[config.mk]
export PLATFORM = sky130hd
export DESIGN_NAME = frame_reorder_pingpong_flat
export DESIGN_NICKNAME = d
export VERILOG_FILES = /design/src/rtl/frame_reorder_pingpong_if.sv /design/src/rtl/frame_reorder_pingpong.sv /design/src/flat_wrapper.sv
export SDC_FILE = /design/constraint.sdc
export NUM_CORES = 1
export LEC_CHECK = 0
export CAP_MARGIN = 25
export CORE_AREA = 2 2 298 300
export DETAILED_ROUTE_END_ITERATION = 8
export DIE_AREA = 0 0 300 302
export PLACE_DENSITY_LB_ADDON = 0.08
export REMOVE_ABC_BUFFERS = 1
export SETUP_SLACK_MARGIN = 0.2
export SLEW_MARGIN = 10
export SYNTH_ARGS = -nofsm -noshare
export SYNTH_HDL_FRONTEND = slang
export SYNTH_SLANG_ARGS = --single-unit
[constraint.sdc]
create_clock -name clk -period 4.9 [get_ports clk]
set_input_delay 0.49 -clock clk [delete_from_list [all_inputs] [get_ports clk]]
set_output_delay 0.49 -clock clk [all_outputs]
set_load 0.02 [all_outputs]
[src/rtl/frame_reorder_pingpong_if.sv]
// Stream bundle for frame_reorder_pingpong.
//   Input side : frame_len, mode_rev, in_valid, in_data (to buffer); in_ready (from buffer)
//   Output side: out_valid, out_data, out_last, err_len (from buffer); out_ready (to buffer)
// master = producer/consumer environment, slave = the reorder buffer.
interface frame_reorder_pingpong_if #(
    parameter int unsigned DATA = 12,
    parameter int unsigned AD   = 6
);
    logic [AD:0]     frame_len;
    logic            mode_rev;
    logic            in_valid;
    logic            in_ready;
    logic [DATA-1:0] in_data;
    logic            out_valid;
    logic            out_ready;
    logic [DATA-1:0] out_data;
    logic            out_last;
    logic            err_len;

    modport master (
        output frame_len, mode_rev, in_valid, in_data, out_ready,
        input  in_ready, out_valid, out_data, out_last, err_len
    );

    modport slave (
        input  frame_len, mode_rev, in_valid, in_data, out_ready,
        output in_ready, out_valid, out_data, out_last, err_len
    );
endinterface

[src/rtl/frame_reorder_pingpong.sv]
// Ping-pong frame reorder buffer: one bank captures a frame while the other
// drains it, either reversed (LIFO) or in order (FIFO), chosen per frame.
// Ports:
//   clk   - rising-edge clock
//   reset - asynchronous, active-low reset
//   bus   - stream bundle (slave side): frame_len/mode_rev/in_valid/in_data in,
//           in_ready (combinational) out, out_valid/out_data/out_last/err_len
//           registered out, out_ready in.
module frame_reorder_pingpong #(
    parameter int unsigned DATA  = 12,
    parameter int unsigned DEPTH = 48,
    parameter int unsigned AD    = 6
) (
    input logic                     clk,
    input logic                     reset,
    frame_reorder_pingpong_if.slave bus
);
    localparam logic [AD:0] DEPTH_L = (AD+1)'(DEPTH);
    localparam logic [AD:0] ONE_L   = (AD+1)'(1);

    // Storage: no reset needed, a bank is only read after being fully written
    logic [DATA-1:0] mem_q [2][DEPTH];

    logic [1:0]        full_q, full_d;
    logic [1:0]        rev_q, rev_d;
    logic [1:0][AD:0]  len_q, len_d;
    logic              wbank_q, wbank_d;
    logic              rbank_q, rbank_d;
    logic [AD:0]       wcnt_q, wcnt_d;
    logic [AD:0]       rcnt_q, rcnt_d;
    logic              out_valid_q, out_valid_d;
    logic              out_last_q, out_last_d;
    logic [DATA-1:0]   out_data_q, out_data_d;
    logic              err_len_q, err_len_d;

    logic              wr_en;
    logic              len_bad;
    logic [AD:0]       len_new;
    logic [AD:0]       wlen;
    logic              rd_load;
    logic [AD:0]       rlen;
    logic [AD:0]       raddr;
    logic              rd_last;
    logic [DATA-1:0]   rdata;

    // Datapath decode: length sanitising, handshakes, read address
    always_comb begin
        len_bad = (bus.frame_len == '0) || (bus.frame_len > DEPTH_L);
        len_new = len_bad ? DEPTH_L : bus.frame_len;
        wr_en   = bus.in_valid && !full_q[wbank_q];
        // First beat compares against the length being latched on this same edge
        wlen    = (wcnt_q == '0) ? len_new : len_q[wbank_q];
        rd_load = full_q[rbank_q] && (!out_valid_q || bus.out_ready);
        rlen    = len_q[rbank_q];
        raddr   = rev_q[rbank_q] ? (rlen - ONE_L - rcnt_q) : rcnt_q;
        rd_last = (rcnt_q == rlen - ONE_L);
        rdata   = mem_q[rbank_q][raddr[AD-1:0]];
    end

    // Next-state: writer fills wbank, reader drains rbank into the output register.
    // A full bit is only set when clear and only cleared when set, so the two
    // updates below never target the same bit in one cycle.
    always_comb begin
        full_d      = full_q;
        rev_d       = rev_q;
        len_d       = len_q;
        wbank_d     = wbank_q;
        rbank_d     = rbank_q;
        wcnt_d      = wcnt_q;
        rcnt_d      = rcnt_q;
        out_valid_d = out_valid_q;
        out_last_d  = out_last_q;
        out_data_d  = out_data_q;
        err_len_d   = 1'b0;

        if (wr_en) begin
            if (wcnt_q == '0) begin
                len_d[wbank_q] = len_new;
                rev_d[wbank_q] = bus.mode_rev;
                err_len_d      = len_bad;
            end
            if (wcnt_q == wlen - ONE_L) begin
                full_d[wbank_q] = 1'b1;
                wbank_d         = ~wbank_q;
                wcnt_d          = '0;
            end else begin
                wcnt_d = wcnt_q + ONE_L;
            end
        end

        if (rd_load) begin
            out_data_d  = rdata;
            out_valid_d = 1'b1;
            out_last_d  = rd_last;
            if (rd_last) begin
                full_d[rbank_q] = 1'b0;
                rbank_d         = ~rbank_q;
                rcnt_d          = '0;
            end else begin
                rcnt_d = rcnt_q + ONE_L;
            end
        end else if (out_valid_q && bus.out_ready) begin
            out_valid_d = 1'b0;
            out_last_d  = 1'b0;
        end
    end

    // Control and output registers
    always_ff @(posedge clk or negedge reset) begin
        if (!reset) begin
            full_q      <= '0;
            rev_q       <= '0;
            len_q       <= '0;
            wbank_q     <= 1'b0;
            rbank_q     <= 1'b0;
            wcnt_q      <= '0;
            rcnt_q      <= '0;
            out_valid_q <= 1'b0;
            out_last_q  <= 1'b0;
            out_data_q  <= '0;
            err_len_q   <= 1'b0;
        end else begin
            full_q      <= full_d;
            rev_q       <= rev_d;
            len_q       <= len_d;
            wbank_q     <= wbank_d;
            rbank_q     <= rbank_d;
            wcnt_q      <= wcnt_d;
            rcnt_q      <= rcnt_d;
            out_valid_q <= out_valid_d;
            out_last_q  <= out_last_d;
            out_data_q  <= out_data_d;
            err_len_q   <= err_len_d;
        end
    end

    // Bank write port
    always_ff @(posedge clk) begin
        if (wr_en) begin
            mem_q[wbank_q][wcnt_q[AD-1:0]] <= bus.in_data;
        end
    end

    assign bus.in_ready  = !full_q[wbank_q];
    assign bus.out_valid = out_valid_q;
    assign bus.out_last  = out_last_q;
    assign bus.out_data  = out_data_q;
    assign bus.err_len   = err_len_q;
endmodule

[src/flat_wrapper.sv]
// flat-port wrapper written by rule: the top's interface ports become plain ports
module frame_reorder_pingpong_flat 
#(
    parameter int unsigned DATA  = 12,
    parameter int unsigned DEPTH = 48,
    parameter int unsigned AD    = 6
)
  (clk, reset, bus_frame_len, bus_mode_rev, bus_in_valid, bus_in_data, bus_out_ready, bus_in_ready, bus_out_valid, bus_out_data, bus_out_last, bus_err_len);
  frame_reorder_pingpong_if #(.DATA(DATA), .AD(AD)) bus_i ();
  input logic clk;
  input logic reset;
  input wire logic [$bits(bus_i.frame_len)-1:0] bus_frame_len;
  input wire logic [$bits(bus_i.mode_rev)-1:0] bus_mode_rev;
  input wire logic [$bits(bus_i.in_valid)-1:0] bus_in_valid;
  input wire logic [$bits(bus_i.in_data)-1:0] bus_in_data;
  input wire logic [$bits(bus_i.out_ready)-1:0] bus_out_ready;
  output wire logic [$bits(bus_i.in_ready)-1:0] bus_in_ready;
  output wire logic [$bits(bus_i.out_valid)-1:0] bus_out_valid;
  output wire logic [$bits(bus_i.out_data)-1:0] bus_out_data;
  output wire logic [$bits(bus_i.out_last)-1:0] bus_out_last;
  output wire logic [$bits(bus_i.err_len)-1:0] bus_err_len;
  assign bus_i.frame_len = bus_frame_len;
  assign bus_i.mode_rev = bus_mode_rev;
  assign bus_i.in_valid = bus_in_valid;
  assign bus_i.in_data = bus_in_data;
  assign bus_i.out_ready = bus_out_ready;
  assign bus_in_ready = bus_i.in_ready;
  assign bus_out_valid = bus_i.out_valid;
  assign bus_out_data = bus_i.out_data;
  assign bus_out_last = bus_i.out_last;
  assign bus_err_len = bus_i.err_len;
  frame_reorder_pingpong #(.DATA(DATA), .DEPTH(DEPTH), .AD(AD)) u_core (.clk(clk), .reset(reset), .bus(bus_i));
endmodule
==> images/zoom.png <==
Bar = 10 um. Window x 130 to 170, y 71 to 111 um. Cells in grey, sequential cells in the stronger grey; small squares are vias.
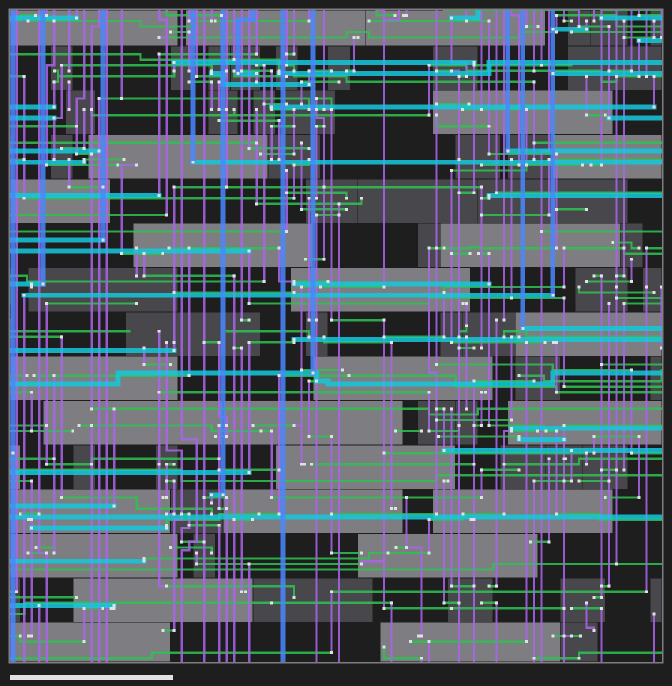
colour	layer
purple	met2
green	met1
blue	met4
cyan	met3
cells with their middle in the window	71
sequential cells in the window	25
most frequent	edfxtp_1 (25), nand2_1 (16)
netlist names of flops here include	u_core.mem_q (25)

==> images/met2.png <==
Bar = 100 um.
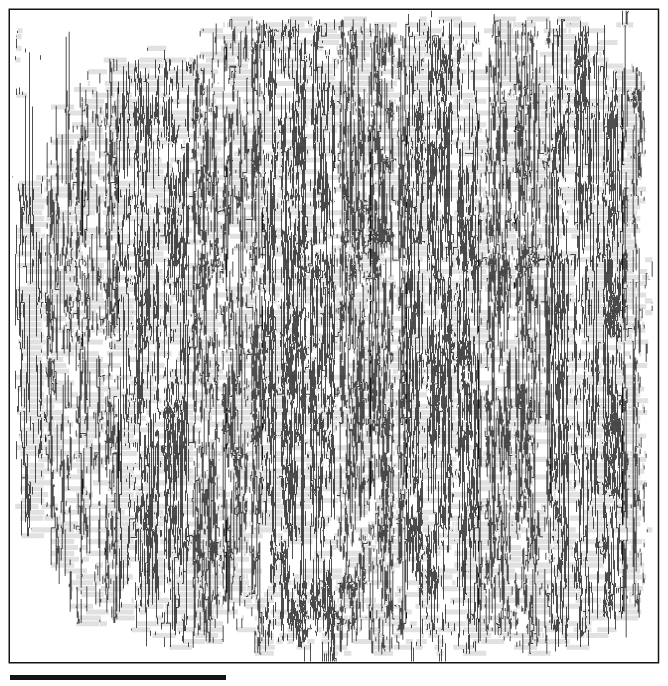
wire length on this layer	64.4 mm
main direction	vertical

==> images/met1.png <==
Bar = 100 um. Supply wires on this layer in grey.
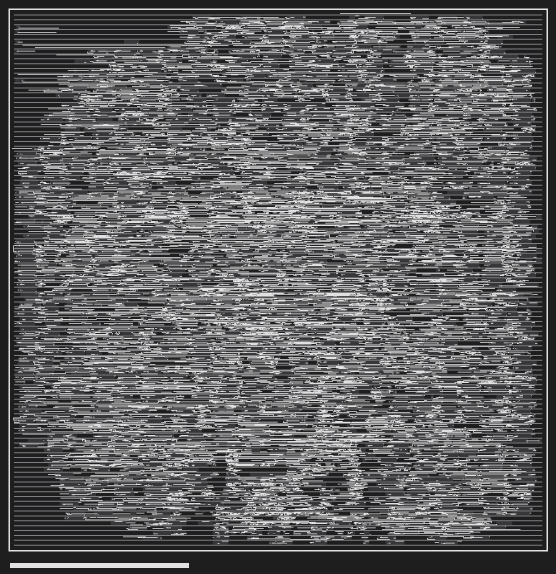
share of all routed wire	39%
nets with wire on the layer	3,339

==> images/final_congestion.png <==
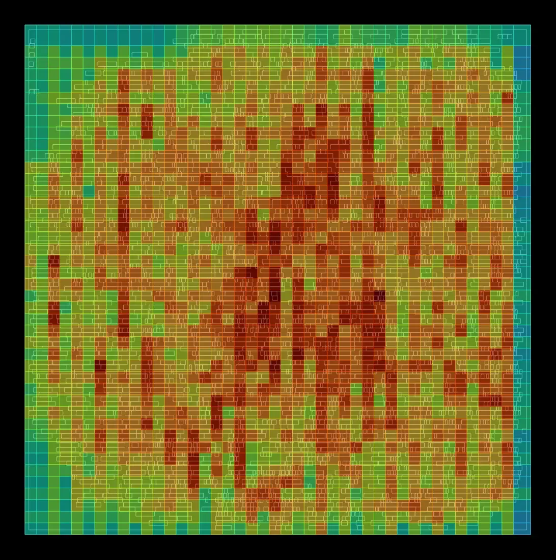
GR Layer Usage met2: 48.2%
met1 Use GR: 41.6%
GRT Max-Usage Layer: met2

==> images/drive_strength.png <==
Bar = 100 um.
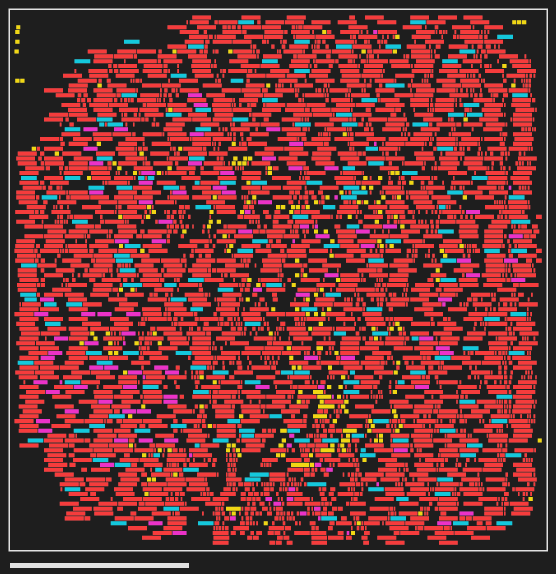
colour	size	cells	share
cyan	drive 6 and up	171	4.8%
yellow	drive 3 to 4	217	6.1%
magenta	drive 2	112	3.1%
red	drive 1 or less	3,074	86%

==> flow_summary_export.csv <==
group,metric,value,unit
placement,dp_hpwl,86.1,mm
cts,cts_buffers,130,
synth,top_cells_by_area,"edfxtp_1 (71%), nand2_1 (5.4%), mux4_2 (3.8%)",
routing,drt_wl_total,138,mm
outcome,run_status,"finished clean",
critical_path,path_max_fanout,9,
final_layout,clock_cell_area_share,7.06,%
critical_path,crit_path_end_kind,"register",
final_layout,sh_comb_area,21.3,%
power_and_ir_drop,switching_share,32.1,%
critical_path,cpMaxStageDelayCell,"nor4bb_1",
routing,highest_layer,"met5",
critical_path,rr_startpoint,"u_core.rbank_q$_DFFE_PN0P_",
power_and_ir_drop,pg_seq,11.6,mW
routing,avgViaCountPerCell,6.41,
final_timing,relSlewSlack,23.7,%
routing,drc,0,
cts,ctsHoldBuffers,1,
synth,ys_sh_mux,5.48,%
power_and_ir_drop,vdd_ir_drop_max,0.000479,V
routing,drtAntennaViolNets,0,
cts,cts_root_buf,"clkbuf_16",
placement,dpl-instance-area,0.0513,mm2
die,dieArea,0.0906,mm2
power_and_ir_drop,pwr.group.combinational,7.82,mW
run,warnings,29,
critical_path,crit_start,"u_core.rbank_q$_DFFE_PN0P_",
cts,cts_tree,"yes",
final_timing,tightest_slew,1.14,ns
cts,clock_sinks,1201,
power_and_ir_drop,p_leak,18.7,nW
synth,ys_sh_adder,0.299,%
final_layout,largest_register_ff_count,1152,
final_layout,drive_above_1_share,14.0,%
final_layout,lay_top_count,"edfxtp_1",
synth,netlist_area,0.0486,mm2
synth,netlist_instances,3301,
final_layout,mostFrequentLayoutCells,"edfxtp_1 (1,152), nand2_1 (695), buf_4 (203)",
routing,dr.first_iter.drc_count,3862,
final_layout,seq_area_share,64.8,%
die,rows,109,
## final timing paths
| path | end | cells past startpoint | slack, ns |
|---|---|---|---|
| setup / recovery | u_core.bus.out_data[5]$_DFFE_PN0P_ | 12 | 0.35 |
| hold / removal | u_core.mem_q[0][319]$_DFFE_PP_ | 1 | 0.21 |
| setup reg to reg | u_core.bus.out_data[5]$_DFFE_PN0P_ | 12 | 0.35 |
| hold reg to reg | u_core.bus.out_last$_DFFE_PN0P_ | 2 | 0.51 |
| max in group asynchronous | u_core.rbank_q$_DFFE_PN0P_ | 3 | 3.88 |
| min in group asynchronous | u_core.full_q[0]$_DFF_PN0_ | 3 | 0.47 |
